`src/rtl/toggle_req_rx.sv`:
```
// -----------------------------------------------------------------------------
// toggle_req_rx
//
// Receiving end of a two-phase toggle handshake. The sender flips i_req_tog
// once per data word. This block synchronises that toggle into i_clk, turns
// each level change into a single request, captures i_data, and offers the
// word to local logic on a valid/ready interface. When the word is consumed,
// the block flips o_ack_tog so the sender may present the next word.
//
// Ports
//   i_clk      receiver clock; all state changes on the rising edge
//   i_rst_n    asynchronous, active-low reset
//   i_req_tog  request toggle from the sender domain (asynchronous)
//   i_data     sender data; stable from its toggle until o_ack_tog answers
//   o_ack_tog  acknowledge toggle returned to the sender
//   o_valid    o_data holds a word that has not yet been consumed
//   o_data     captured word
//   i_ready    consumer accepts the word when o_valid and i_ready are both 1
//   o_busy     a transfer is in progress and has not been acknowledged yet
//   o_err_cnt  saturating count of toggles that arrived before the ack
//
// SYNC_STAGES must lie in the range 2..4.
// -----------------------------------------------------------------------------
module toggle_req_rx #(
    parameter int DATA_W      = 8,
    parameter int SYNC_STAGES = 2,
    parameter int ERR_W       = 8
) (
    input  logic              i_clk,
    input  logic              i_rst_n,
    input  logic              i_req_tog,
    input  logic [DATA_W-1:0] i_data,
    output logic              o_ack_tog,
    output logic              o_valid,
    output logic [DATA_W-1:0] o_data,
    input  logic              i_ready,
    output logic              o_busy,
    output logic [ERR_W-1:0]  o_err_cnt
);

    // ST_LOAD is the single cycle between capturing the word and raising
    // o_valid. That cycle gives a total latency of SYNC_STAGES+1 cycles, from
    // the first sample of the new request level to o_valid.
    typedef enum logic [1:0] {
        ST_IDLE = 2'd0,
        ST_LOAD = 2'd1,
        ST_HOLD = 2'd2
    } state_e;

    // Synchroniser chain and edge-history flop.
    logic [SYNC_STAGES-1:0] sync_q, sync_d;
    logic                   hist_q, hist_d;
    logic                   req_edge;

    // Handshake state.
    state_e                 state_q, state_d;
    logic                   valid_q, valid_d;
    logic                   busy_q,  busy_d;
    logic                   ack_q,   ack_d;
    logic [DATA_W-1:0]      data_q,  data_d;
    logic [ERR_W-1:0]       err_q,   err_d;

    logic                   accept;

    // An edge is any difference between the synchronised level and the level
    // seen one cycle earlier. The history flop follows the last stage every
    // cycle, so an edge is consumed even when it is dropped as a violation.
    // Because of this, a dropped request never comes back later.
    assign req_edge = sync_q[SYNC_STAGES-1] ^ hist_q;
    assign accept   = valid_q & i_ready;

    always_comb begin
        // NOTE: every variable written here gets a default first, so no path
        // leaves a value unassigned and no latch is inferred.
        sync_d  = {sync_q[SYNC_STAGES-2:0], i_req_tog};
        hist_d  = sync_q[SYNC_STAGES-1];
        state_d = state_q;
        valid_d = valid_q;
        busy_d  = busy_q;
        ack_d   = ack_q;
        data_d  = data_q;
        err_d   = err_q;

        case (state_q)
            ST_IDLE: begin
                if (req_edge) begin
                    data_d  = i_data;
                    state_d = ST_LOAD;
                end
            end

            ST_LOAD: begin
                valid_d = 1'b1;
                busy_d  = 1'b1;
                state_d = ST_HOLD;
            end

            ST_HOLD: begin
                // o_valid is only ever high in this state. Because of that,
                // i_ready has no effect anywhere else.
                if (accept) begin
                    valid_d = 1'b0;
                    busy_d  = 1'b0;
                    ack_d   = ~ack_q;
                    state_d = ST_IDLE;
                end
            end

            default: begin
                state_d = ST_IDLE;
                valid_d = 1'b0;
                busy_d  = 1'b0;
            end
        endcase

        // Any edge outside IDLE means the sender toggled before it saw the
        // acknowledge. This includes an edge in the same cycle as an accept.
        // The request is dropped: no capture and no extra ack. Only the error
        // count moves, and it saturates.
        if (req_edge && (state_q != ST_IDLE) && (err_q != {ERR_W{1'b1}})) begin
            err_d = err_q + ERR_W'(1);
        end
    end

    // NOTE: the state register uses non-blocking assignments only. Every flop
    // samples its _d value from before the edge, whatever order the
    // statements are written in.
    always_ff @(posedge i_clk or negedge i_rst_n) begin
        if (!i_rst_n) begin
            sync_q  <= '0;
            hist_q  <= 1'b0;
            state_q <= ST_IDLE;
            valid_q <= 1'b0;
            busy_q  <= 1'b0;
            ack_q   <= 1'b0;
            data_q  <= '0;
            err_q   <= '0;
        end else begin
            sync_q  <= sync_d;
            hist_q  <= hist_d;
            state_q <= state_d;
            valid_q <= valid_d;
            busy_q  <= busy_d;
            ack_q   <= ack_d;
            data_q  <= data_d;
            err_q   <= err_d;
        end
    end

    assign o_ack_tog = ack_q;
    assign o_valid   = valid_q;
    assign o_data    = data_q;
    assign o_busy    = busy_q;
    assign o_err_cnt = err_q;

endmodule

```
`config.mk`:
```
export PLATFORM = sky130hd
export DESIGN_NAME = toggle_req_rx
export DESIGN_NICKNAME = d
export VERILOG_FILES = /design/src/rtl/toggle_req_rx.sv
export SDC_FILE = /design/constraint.sdc
export NUM_CORES = 1
export LEC_CHECK = 0
export ABC_AREA = 1
export CAP_MARGIN = 20
export CORE_MARGIN = 4
export CORE_UTILIZATION = 50
export DETAILED_ROUTE_END_ITERATION = 7
export GPL_ROUTABILITY_DRIVEN = 0
export PLACE_DENSITY = 0.88
export SYNTH_ARGS = -nofsm -noshare
export SYNTH_HDL_FRONTEND = slang
export SYNTH_SLANG_ARGS = --single-unit
```
`constraint.sdc`:
```
create_clock -name i_clk -period 3 [get_ports i_clk]
set_input_delay 0.6 -clock i_clk [delete_from_list [all_inputs] [get_ports i_clk]]
set_output_delay 0.6 -clock i_clk [all_outputs]
set_load 0.01 [all_outputs]
```
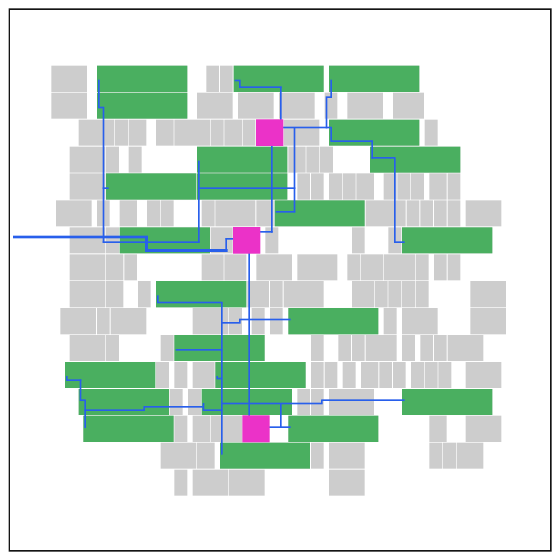
**Above:** run 1 (clock distribution).
clock wires -> blue  # length 231 um
clock drivers -> magenta  # count 3
flip-flops -> green  # count 23
routed clock nets = 4

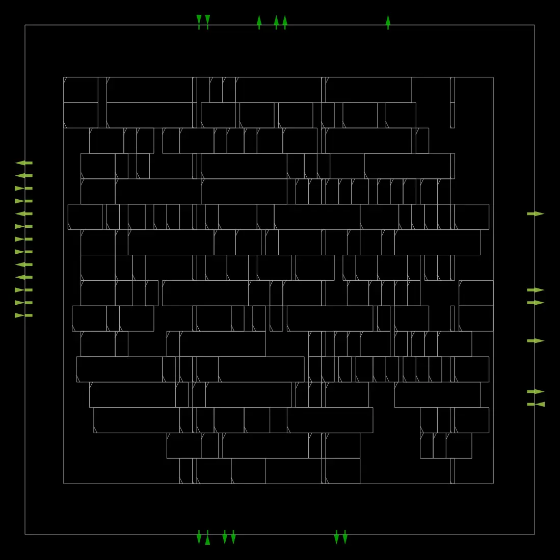
**Above:** run 1 (cell outlines without signal wires).
Layout Cells excl Fill: 190
share of the core filled with cells in the final layout: 72.13%

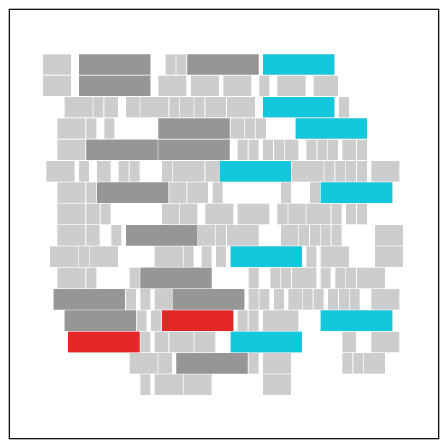
**Above:** run 1 (where the registers sit).
Other sequential cells in the stronger gray, the rest of the logic in the fainter gray.
`o_err_cnt` -> cyan  # sequential cells 8
`sync_q` -> red  # sequential cells 2

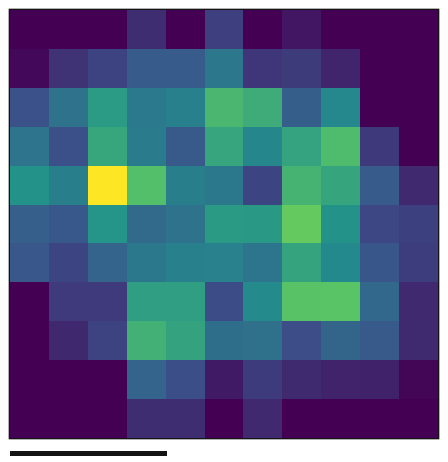
**Above:** run 1 (signal metal coverage by tile).
The bar under the picture is 20 um long. The die is cut into 11 by 11 equal tiles; dark purple is low, yellow is high, scaled to the fullest tile. Values are wire area over tile area, all layers added.
nearly empty tiles = 22%
emptiest ninth of the die = south-west
tiles over half the peak = 20%
mean over tiles = 0.12
fullest tile = 0.43
densest ninth of the die = center
detailed-route via count: 933
final wirelength: 2249 um
Total Routing Usage GR: 17.34%

==> notes.md, run 1 <==
Notes on the physical design

Per the summary, power density relative to cell area is 835.0 nW/um^2. After layout, the minimum clock period comes to 1952 ps. The slowest stage of the critical path belongs to the cell clkdlybuf4s50_1. The data arrival time of the critical path is 1350 ps. The remaining global-route overflow is 0. The clock net in this run drives a total of 23 sinks. The script extracted a total leakage power of 0.6992 nW. The peak ir drop on the vdd network is 0.5102 mV. TritonCTS built the clock tree.

The floorplan step set the die height to 54.55 um. The total number of cells along the worst setup path is 1. The total number of yosys warnings is 0. STA shows the worst min-delay path finishing at sync_q[1].

The area growth from synthesis to layout is 33.26%. The stage-log warning count is 26. The final tally of hold violations is 0. At floorplan, the net count of the design was reported as 142. STA classifies the critical path endpoint as a primary output.

Per the detail_route report, DRC violations left total 0. The most numerous logic cell after layout is nand2_1. The biggest cell delay along the critical path is 580 ps. The critical register-to-register path endpoint is o_err_cnt[2]. The area fraction in full adders, half adders and majority gates is 1.155%. The floorplan step records an initial core utilization of 54.12%. The start point of the worst min-delay path is sync_q[0]. The post-synthesis compound-gate area fraction is 5.081%.

The via count of the first global-routing pass is 921. In this run, post-CTS repair resized a total of 0 instances. Summed over its instances, the top area cell type makes up 53.12% of the synthesized netlist area.

The worst flop-to-flop path startpoint is o_err_cnt[0]. The post-synthesis cell type count is 18. The clock network latency to the later pin of the worst-skew pair is 300 ps. Yosys reports the multiplexer fraction of the synthesized area as 0%. The total iterations of the first detailed-routing run is 4. The final power report lists total power as 1.206 mW. The data required time at the worst endpoint is 2400 ps. The number of buffers added to fix hold violations after cts is 0.

The cell count of the worst reg-to-reg path is 7. The main area contributors are dfrtp_1 53%, nand2_1 20%, o21ai_0 5.1%, inv_1 3.8%, nor2_4 3.1%. The area of the mapped netlist is 1084 sq um. The layout cell share with drive strength beyond 1 is 9.816%. The final layout contains 177 nets. In this run the critical path is formed by clkdlybuf4s50_1. The number of instances on the worst hold path is 0. The detailed router finished its first iteration with 12 violations. Entering global routing, the biggest net connects 24 pins.

Endpoints with negative setup slack in the final report add up to 0. The run finished with clean final reports. In this run the mean area of a mapped cell was 8.400 sq um. The report counts max-capacitance violations totalling 0. 31 I/O pins were placed.

The TritonCTS buffer count is 3. The CTS clock-pin slew for the worst setup and hold paths is 120 ps. The critical-path maximum fanout is 6. Per the post-route antenna check, the number of violating nets is 0. The maximum level of the CTS H-tree is 1. At the pin with the least slew margin, the transition time is 292.0 ps. Summed over all failing endpoints, the final setup total negative slack is 0 ps.

In the final routed layout, each cell accounts on average for 11.84 um. The simple-gate area share of the yosys netlist is 32.33%. The number of placement rows is 16. The internal reg-to-reg setup slack is 1670 ps. For reference, the critical path is captured by o_err_cnt[2]. The combined buffer and inverter count along the critical path is 1.

Setup repair after global routing left no endpoint under its margin. The sort of element at the start of the critical path is a register. Headroom to the max-slew limit came out at 80.53%. The type of the setup path with the least slack is reg -> out. The number of antenna diodes is 0. The initial antenna violation count is 0. The area of the die is 2976 sq um.

The number of register bits inferred by synthesis is 23. Per the OpenROAD floorplan log, the width of the die is 54.55 um. The first element of the critical path is o_err_cnt[2]. The max-slew violation total from the final report is 0. The number of standard cells reported by yosys is 129. Based on the critical path, the design can be clocked at up to 512.4 MHz.

The worst hold-check path type is reg -> reg. After synthesis, flip-flops and latches occupy 53.12% of the total area. Per STA, the worst path accumulates the most delay in the family buffers and inverters. After Yosys synthesis, XOR and XNOR cells account for 3.233% of the synthesized area. Yosys reports a chip area of 1084 sq um.

The worst clock skew is 0.9978 ps. The synthesis run identifies the leading combinational cell family as simple AND/OR/NAND/NOR gates. The placement report lists the number of port buffers as 30. The root buffer cell is clkbuf_4. The core box area is 2002 sq um. Leaving out fill and tap cells, the most frequent cells in the layout are 59 x nand2_1, 30 x clkdlybuf4s50_1, 23 x dfrtp_1, 11 x inv_1, 11 x o21ai_0.

Dividing the final minimum period by the clock period gives 65.06%. In this run the deepest clock path goes through 2 buffers. The cell count after synthesis is 129. The global-route wire length before repair is 3663 um.

Note, the detailed placer reported a final HPWL of 1670 um. The routed via count divided by cell count is 4.911. Per the repair_timing log after CTS, setup buffers inserted total 0.

The biggest area contributor in the post-synthesis netlist is dfrtp_1.
[run 1: sequential cells by signal, indices dropped and copies added (netlist names)]
name	flops
state_q	2
o_err_cnt	8
o_data	8
sync_q	2
o_busy	1
hist_q	1
o_ack_tog	1
[run 1: cells in the mapped netlist]
cell / number
nand3_2: 2
nand3_1: 2
xor2_1: 2
inv_4: 1
nand2_2: 2
dfrtp_1: 23
nor2_4: 3
xnor2_1: 2
buf_4: 1
nor2_1: 3
nand2_4: 1
nor2_2: 3
inv_1: 11
and3_1: 1
ha_1: 1
o21ai_0: 11
nor3_1: 1
nand2_1: 59
[run 1: stage by stage]
step | setup WS (ps) | cells | hold slack (ps) | area, sq um | util, %
2_1_floorplan | 1773 | 129 | 304.4 | 1084 | -
3_3_place_gp | 1403 | 186 | 336.5 | 1418 | 70.81
3_5_place_dp | 1386 | 186 | 343.3 | 1418 | 70.81
4_1_cts | 1031 | 190 | 370.2 | 1444 | 72.13
5_1_grt | 998.4 | 190 | 394.3 | 1444 | 72.13
6_report | 1048 | 190 | 378.0 | 1444 | 72.13
[run 1: cells by family (layout without fill, tap and decap cells)]
family          after synthesis  in the layout
buf+inv                      13             47
fa+ha+maj                     1              1
flops                        23             23
compound gates               11             11
xor+xnor                      4              4
simple gates                 77             77
[run 1: cell type report]
class	instances	area, sq um
fill	148	558.0
inverter	12	47.55
multi-input combinational	93	452.9
timing repair buffer	31	307.8
clock buffer	4	26.28
tap	27	33.78
sequential	23	575.6
[run 1: routing by layer]
metal	routed length (um)	global-route usage (%)
met1	955	20.45
met2	1181	30.88
met3	94	2.725
met4	18	7.469
met5	0	0
[run 1: power breakdown]
part	leakage [nW]	switching (mW)	internal (mW)	total, mW
Combinational	0.396	0.274	0.282	0.556
Sequential	0.288	0.0951	0.418	0.513
Clock	0.0150	0.0850	0.0518	0.137
==> run 2, diff against run 1 <==
- CORE_UTILIZATION: 50 -> 42
- PLACE_DENSITY: 0.88 -> 0.8
- clock period: 3 -> 1.6 ns (I/O delays scaled with it)
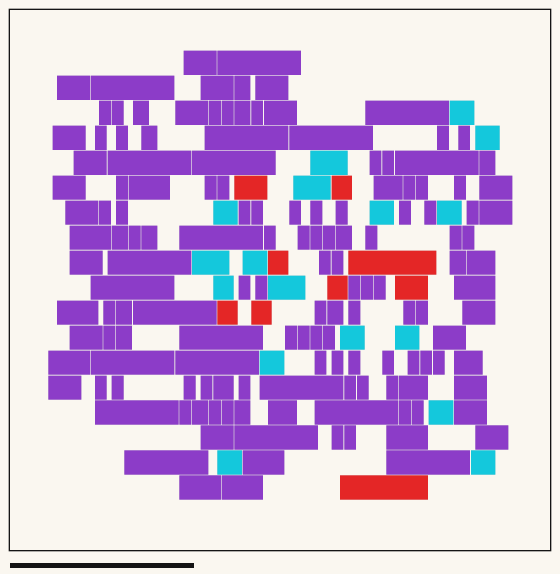
**Above:** run 2 (cells by drive strength).
The bar under the picture is 20 um long.
_2 cells -> red  # cells 9, share 5.3%, most used nor2_2
_3 and _4 cells -> cyan  # cells 17, share 9.9%, most used buf_4
_0 and _1 cells -> purple  # cells 145, share 85%, most used nand2_1
synth-to-layout area growth: 41.11%
final design area excluding fillers: 1529 sq um
Worst Setup Slack, final: 62.86 ps

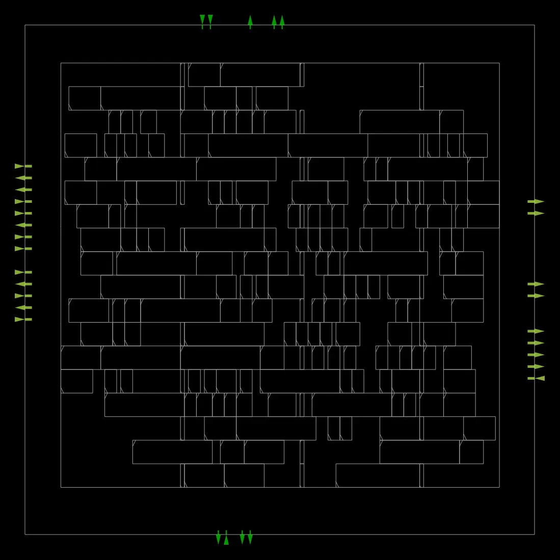
**Above:** run 2 (cell outlines without signal wires).
total of fill cells in the finished design: 230
number of rows created at floorplan: 18
share of the core filled with cells in the final layout: 61.72%
sequential cell count of the final layout: 23

==> run 2 against run 1 <==
Hold slack worse by 21 ps. Count of clock-buffer cells in the layout unchanged. Clock power rose by 91%. Critical path type unchanged. Via count is 2.8% higher. Total power is 92% higher. Non-clock buffer count up 8. Highest routed layer is now met3.
==> notes.md, run 2 <==
Notes on the physical design

The flow ran to the end, and the final reports show no timing, DRC or antenna violations. The final critical-path required period is 1537 ps. The total number of yosys warnings is 0. Across all stage logs, warnings added up to 26. The area of the mapped netlist is 1084 sq um. Counting instances in the post-synthesis netlist gives the leading cell types as 59 x nand2_1, 23 x dfrtp_1, 11 x inv_1, 11 x o21ai_0.

Of the total synthesized cell area, the portion taken by AND, OR, NAND and NOR gates is 32.33%. The type of the setup path with the least slack is reg -> out. The biggest slice of the total power is consumed by combinational logic. CTS reports a maximum clock tree buffer depth of 2. The leakage power figure is 0.8361 nW. TritonCTS built the clock tree. Dividing the synthesized area by the synthesized cell count gives 8.400 sq um. The final antenna diode tally reported by the flow is 0. Once detail routing completed, the nets flagged for antenna violations numbered 0. TritonRoute reported its final design rule violation total as 0. The power of the clock network is 0.262 mW. In the synthesized netlist, the number of instances is 129. The final count of negative-setup-slack endpoints is 0. After synthesis, the chip area reported by Yosys is 1084 sq um. The remaining global-route overflow is 0.

The count of input and output buffers is 30. The commonest register cell is dfrtp_1. The flow reported a cell area power density of 1512 nW/um^2.

The sort of element at the start of the critical path is a register. The achievable clock frequency is 650.6 MHz. The worst hold path belongs to the class in -> async. The initial antenna violation count was 0. Per the OpenROAD floorplan log, the area of the core is 2477 sq um. At the end of the flow, the number of nets in the layout was 185. The post-synthesis compound-gate area fraction is 5.081%. The floorplan utilization is 43.74%. In this run, post-CTS hold repair placed 0 buffers. The design draws 2.312 mW. According to the dpl log, the detail-placed design has an HPWL of 1716 um.

The post-route fraction of the period consumed by the critical path is 96.07%. Entering global routing, the biggest net connects 24 pins. The clock arrives with 9.977 ps of skew. Per the CTS log, the maximum H-tree level is 1. The CTS clock-pin slew for the worst setup and hold paths is 130 ps.

The number of enable flip-flop cells is 0. The cell type of the slowest stage on the worst timing path is clkdlybuf4s50_1. By area the synthesized netlist is led by dfrtp_1 53%, nand2_1 20%, o21ai_0 5.1%, inv_1 3.8%, nor2_4 3.1%. The minimum hold slack is 356.5 ps. Global routing consumed, over all layers together, 15.20% of the routing resources.

The synthesis report gives the async set-or-reset register share as 100.0%. The leading area contributor after synthesis is dfrtp_1. The TritonCTS buffer count is 3. From bottom edge to top edge, the die measures 58.79 um. The routed design shows a via density per instance of 4.771. The detailed-route wire length per cell is 11.40 um.

The gate-level netlist out of Yosys references 18 unique cell types. The critical-path maximum fanout is 2. The timing report gives the worst reg2reg path a setup slack of 190 ps. The number of primary I/O pins is 31. The data arrival time of the critical path is 1220 ps. The total negative slack is 0 ps. The first global-routing pass estimated 4112 um of wire. Per the run summary, max-cap violations total 0.

The pre-antenna-repair detailed-routing pass consisted of 4 iterations. After synthesis, the largest area contributor takes up 53.12% of total cell area. STA lists the endpoint of the worst register-to-register path as o_err_cnt[2]. Yosys reported a register bit count of 23. The data required time at the worst endpoint is 1280 ps. The cell count of the worst reg-to-reg path is 7.

The number of nets produced by synthesis is 142. The sum of routed wire length over all layers is 2292 um. The internal power of the cells totals 1.450 mW.

Per the OpenROAD power report, switching power amounts to 0.8617 mW. Setup repair after global routing left no endpoint under its margin. In the layout the commonest cells are 59 x nand2_1, 21 x dfrtp_1, 21 x clkdlybuf4s50_1, 11 x inv_1, 11 x o21ai_0. The kind of cell with the highest combined delay on the critical path is buffers and inverters. The share of cell area taken by muxes after synthesis is 0%. The clock network latency to the later pin of the worst-skew pair is 300 ps. The kind of capture point of the worst setup path is a primary output. Of the combinational cells, the family taking the most area is simple AND/OR/NAND/NOR gates. The most instantiated library cell after synthesis is nand2_1. Detailed-route iteration 0 reported a violation count of 17. The total via count after detailed routing is 959. The flow reports that the clock network draws 11.3% of the design power. The layout summary lists the proportion of cells stronger than drive strength 1 as 15.20%. CTS placed an instance of clkbuf_4 at the clock tree root. After Yosys synthesis, full adders, half adders and majority gates account for 1.155% of the synthesized area. The fraction of power spent switching nets is 37.27%. The startpoint identified for the worst register-to-register timing path is o_err_cnt[0]. After floorplanning, the die was sized to cover 3456 sq um.

The most numerous logic cell after layout is nand2_1. Looking at the power breakdown, combinational cells take 49.1% of the total. Clock tree synthesis found a total of 23 sinks. The die is 58.79 um wide. The sequential fraction of design power is 39.6%.

Hold-check failures listed in the final report amount to 0. For the sequential group, total power comes out at 0.915 mW. The worst setup slack before clock tree synthesis is 256.2 ps.

The relative slew slack is 80.42%. Per the final report, max-transition violations number 0. The peak ir drop on the vdd network is 0.9480 mV. The transition at the pin with the smallest max-transition slack is 293.7 ps. The share of synthesized area occupied by flip-flops and latches is 53.12%. For this design, Yosys synthesis ends with a cell count of 129. The via count of the first global-routing pass is 985.

The combinational power is 1.14 mW. Along the critical path, the tally of buffer and inverter instances is 1. The biggest cell delay along the critical path is 540 ps. Listed in order, past its start point the critical path passes clkdlybuf4s50_1. The synthesized-area fraction occupied by xor and xnor cells is 3.233%.
-- run 2: cell counts after synthesis --
No cell type changed its count.
-- run 2: per-layer routing --
metal	global-route usage [%]	vias to the layer above	routed length (um)
met5	0	-	0
met4	2.913	0	0
met3	3.070	0	147
met2	28.39	24	1194
met1	17.88	451	950
li1	-	484	-
-- run 2: stage by stage --
step / instances / utilization [%] / cell area, sq um
floorplan: 129 / - / 1084
CTS: 200 / 60.61 / 1501
finish: 201 / 61.72 / 1529
detailed placement: 189 / 57.37 / 1421
global route: 201 / 61.72 / 1529
global placement: 189 / 57.37 / 1421
-- run 2: area by class of cell --
class / count / area, sq um / area share, %
Timing Repair Buffer: 39 / 386.6 / 25.29
Sequential cell: 23 / 578.1 / 37.81
Inverter: 12 / 47.55 / 3.110
Clock buffer: 4 / 26.28 / 1.718
Tap cell: 30 / 37.54 / 2.455
Multi-Input combinational cell: 93 / 452.9 / 29.62
-- run 2: worst max-delay path by stage --
| stage | from | end | slack (ps) | depth (start not counted) |
|---|---|---|---|---|
| after CTS | o_busy | o_valid | 30 | 1 |
| after global routing | o_data[7] | o_data[7] | 9 | 1 |
| final | o_data[0] | o_data[0] | 60 | 1 |
| after global placement | o_err_cnt[3] | o_err_cnt[3] | 300 | 1 |
| after floorplan | o_err_cnt[0] | o_err_cnt[7] | 370 | 6 |
| after detailed placement | o_err_cnt[2] | o_err_cnt[2] | 260 | 1 |
-- run 2: timing repair --
action                                  CTS  global route
buffers inserted                          7             1
endpoints found under the setup margin    8             8
resized                                   3             8
cloned                                    0             0
==> run 3, diff against run 2 <==
- CORE_UTILIZATION: 42 -> 46
- PLACE_DENSITY: 0.8 -> 0.83
- clock period: 1.6 -> 1.7 ns (I/O delays scaled with it)
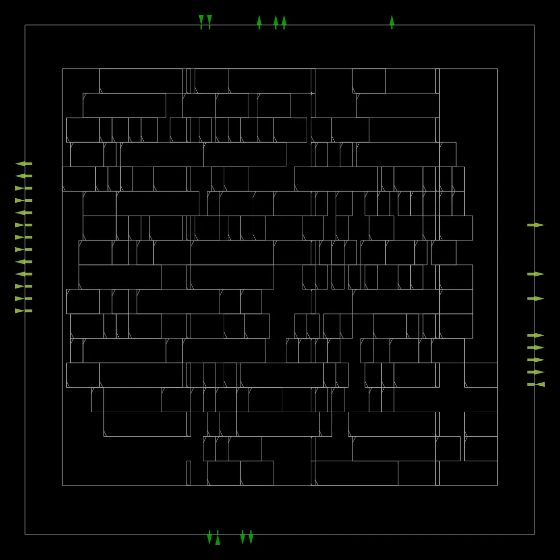
**Above:** run 3 (cell outlines without signal wires).
total of fill cells in the finished design: 182
share of the core filled with cells in the final layout: 65.83%
standard cell core area: 2233 sq um

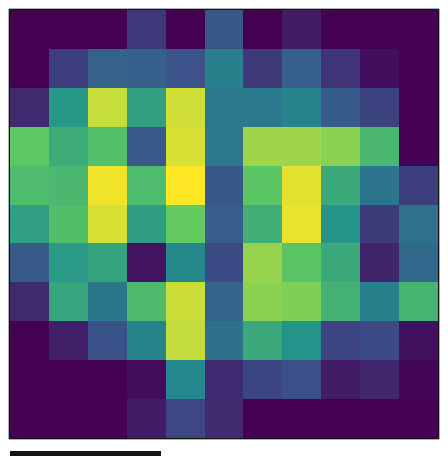
**Above:** run 3 (signal metal coverage by tile).
The bar under the picture is 20 um long. The die is cut into 11 by 11 equal tiles; dark purple is low, yellow is high, scaled to the fullest tile. Values are wire area over tile area, all layers added.
fullest tile = 0.29
tiles over half the peak = 36%
mean over tiles = 0.11
nearly empty tiles = 21%

==> run 3 against run 2 <==
Core utilization grew 4.1 points. First-iteration DRC count is the same. Clock skew shrank 6.6 ps. Die size shrank 7.5%. Hold slack gained 9.2 ps. Total power shrank 8.2%.
==> notes.md, run 3 <==
Notes on the physical design

The cell area after layout is 1470 sq um. The first global-routing pass estimated 3767 um of wire. The pin closest to its max-slew limit shows a slew of 288.0 ps.

Yosys reported that registers with async set or reset make up 100.0%. The script computed the net switching share of total power as 37.03%. The sort of element at the start of the critical path is a register. Headroom to the max-slew limit came out at 80.80%.

The cell type of the slowest stage on the worst timing path is clkdlybuf4s50_1. The total half-perimeter wirelength after legalization and detailed placement is 1644 um. The most numerous logic cell after layout is nand2_1. For this block, the initial DRC count from the detailed router was 17.

The routed wirelength on the met1 layer is recorded as 898 um. Data arrives at the worst endpoint at 1300 ps. The final tally of hold violations is 0.

The count of max-cap constraint violations is 0. In this run the worst hold path is classified as reg -> reg. The kind of cell with the highest combined delay on the critical path is buffers and inverters. In this design, the stage delay of the slowest critical-path cell is 560 ps.

The count of input and output buffers is 30. The synthesized netlist was found by Yosys to have 129 cells. The number of cells upsized or downsized after cts is 0. Summed over all nets, the switching power comes to 0.7863 mW.

For reference, the critical path cell chain is clkdlybuf4s50_1. Adding up every negative setup slack in the final design gives 0 ps. The data required time at the worst endpoint is 1360 ps. The internal reg-to-reg setup slack is 380 ps.

After synthesis the netlist holds a flip-flop and latch count of 23. The final net count is 180. The area of the mapped netlist is 1084 sq um. The share of synthesized area occupied by flip-flops and latches is 53.12%. The number of primary I/O pins is 31. The synthesis run shows multiplexers occupying 0% of the cell area. The most common logic cells in the final layout are 59 x nand2_1, 30 x clkdlybuf4s50_1, 21 x dfrtp_1, 11 x inv_1, 11 x o21ai_0.

Per report_power, the clock group accounts for 11.4% of the total. The leading area contributor after synthesis is dfrtp_1. The root buffer cell is clkbuf_4. The number of enable flip-flop cells is 0. The final critical-path required period is 1635 ps.

Per the timing report, the most critical flop-to-flop path finishes at o_err_cnt[2]. After floorplanning, the core was divided into 17 placement rows. The power density relative to cell area is 1444 nW/um^2. The most utilized layer in the global route result is met2. The simple-gate area share of the yosys netlist is 32.33%. The run finished with clean final reports. In this run, the synthesized area fraction spent on AND-OR/OR-AND gates is recorded as 5.081%. Looking at the setup timing report, the critical path kind is reg -> out.

Setup repair after global routing left no endpoint under its margin. Along the worst hold path, the cell count comes to 0. The chip occupies 3196 sq um. Clock-pin slew was measured on the worst setup and hold paths at 110 ps. The number of setup buffers added after CTS is 0. The synthesized area per cell is 8.400 sq um. The number of antenna diodes is 0.

The top-area cell type share of the netlist area is 53.12%. The synthesis run shows the most used standard cells to be 59 x nand2_1, 23 x dfrtp_1, 11 x inv_1, 11 x o21ai_0. The number of buffers added to fix hold violations after cts is 0.

The DRC violation total left in the routed layout is recorded as 0. The post-layout total power is 2.124 mW. At the later pin of the worst-skew pair, clock insertion delay measures 300 ps. The analysis attributes to cell leakage a power of 0.7127 nW.

All stages included, the depth of the critical timing path comes to 1. The die extent in x is 56.54 um. The total number of yosys warnings is 0. The total iterations of the first detailed-routing run is 4.

In the synthesis report, Yosys lists the chip area as 1084 sq um. Per the timing report, the most critical flop-to-flop path originates at o_err_cnt[0]. The post-detailed-route count of antenna-violating nets is 0. The internal power contribution is 1.337 mW.

The worst setup path is captured at a primary output. Global routing used 26.40% of the available met2 tracks. Per STA, the endpoint of the critical path is o_err_cnt[0].

By area the synthesized netlist is led by dfrtp_1 53%, nand2_1 20%, o21ai_0 5.1%, inv_1 3.8%, nor2_4 3.1%. The worst clock skew is 3.427 ps. The critical-path maximum fanout is 5. The share of total power dissipated in sequential elements is 42.2%. The remaining global-route overflow is 0. For this run, the detailed router reports a per-instance via density of 4.742. The achievable clock frequency is 611.5 MHz. Of the available clock period, the critical path in the final layout requires 96.20%. For this configuration, the core starts out at a cell density of 48.52%. The floorplan step set the die height to 56.54 um. The met1 track demand over resource is 16.98%. The combined buffer and inverter count along the critical path is 1. The gate-level netlist out of Yosys references 18 unique cell types. Combinational cells account for 46.4% of the total power.

Looking at the cell usage after synthesis, the top flip-flop cell is dfrtp_1. Detailed routing placed a total of 1076 um of wire on met2. The total via count after detailed routing is 920. The max-slew violation total from the final report is 0. The initial antenna violation count is 0. TritonCTS built the clock tree. The stage-log warning count is 26.

The script logs the mean routed wire length per placed instance as 11.06 um. The met3 track demand over resource in global routing is 4.368%. The number of clock sinks is 23.

Entering global routing, the biggest net connects 24 pins. The sum of routed wire length over all layers is 2146 um. The analysis reports a worst IR drop on VDD of 0.7930 mV.

The prevailing logic family in the synthesized netlist is simple AND/OR/NAND/NOR gates. Looking at the clock tree report, the H-tree level count equals 1. The total cell area at the placement stage is 1419 sq um.

The uppermost layer routed is met4. The via count of the first global-routing pass is 886. OpenSTA lists the critical path startpoint as o_err_cnt[0].

The area growth from synthesis to layout is 35.68%. In the global route stage, overall resource usage came out at 14.65%. Per the synthesis report, the XOR/XNOR share of the synthesized area is 3.233%. In the detailed route, the total length drawn on met3 is 164 um. The number of nets handed over by synthesis was 142. The TritonCTS buffer count is 3. The synthesized netlist handed to floorplanning was reported with a cell count of 129.

The final timing report counts setup violations totalling 0. The buffer depth of the longest clock path is 2. The most frequently used library cell after synthesis is nand2_1. Counting cells, the worst reg-to-reg path comes to 7. The layout cell share with drive strength beyond 1 is 12.65%.

The area fraction in full adders, half adders and majority gates is 1.155%.
run 3: cell counts after synthesis:
Identical to the previous run, type by type.
run 3: how the worst min path moves through the flow:
stage          startpoint           end  slack (ps)
4_1_cts         sync_q[0]     sync_q[1]         370
3_5_place_dp    sync_q[0]     sync_q[1]         340
5_1_grt           i_rst_n  o_err_cnt[5]         390
6_report        sync_q[0]     sync_q[1]         370
3_3_place_gp    sync_q[0]     sync_q[1]         340
2_1_floorplan     i_rst_n        hist_q          40
run 3: cell type report:
cell class | count | area, sq um | share of cell area, %
tap | 28 | 35.03 | 2.383
timing repair buffer | 34 | 330.3 | 22.47
clock buffer | 4 | 26.28 | 1.787
inverter | 12 | 47.55 | 3.234
multi-input combinational | 93 | 452.9 | 30.81
sequential | 23 | 578.1 | 39.32
run 3: cells by family after synthesis:
family,count (synthesis)
AOI/OAI and AO/OA,11
xor gates and xnor gates,4
adders and majority gates,1
buffers and inverters,13
DFF,23
and+or+nand+nor,77
run 3: power groups by stage:
stage / combinational [mW] / sequential (mW) / clock, mW
after floorplan: 0.431 / 0.970 / 0
after global placement: 0.962 / 0.897 / 0
after detailed placement: 0.980 / 0.910 / 0
after CTS: 0.987 / 0.897 / 0.253
after global routing: 1.09 / 0.928 / 0.281
final: 0.984 / 0.896 / 0.243
run 3: through the flow:
stage / util [%] / cells / hold slack [ps] / setup slack (ps)
4_1_cts: 64.71 / 191 / 369.8 / 3.875
6_report: 65.83 / 194 / 365.8 / 64.57
3_5_place_dp: 63.53 / 187 / 341.9 / 353.8
2_1_floorplan: - / 129 / 44.41 / 473.2
5_1_grt: 65.83 / 194 / 386.0 / 3.734
3_3_place_gp: 63.53 / 187 / 336.0 / 379.2
No activity file was given, so power comes from the tool's default toggle rates.
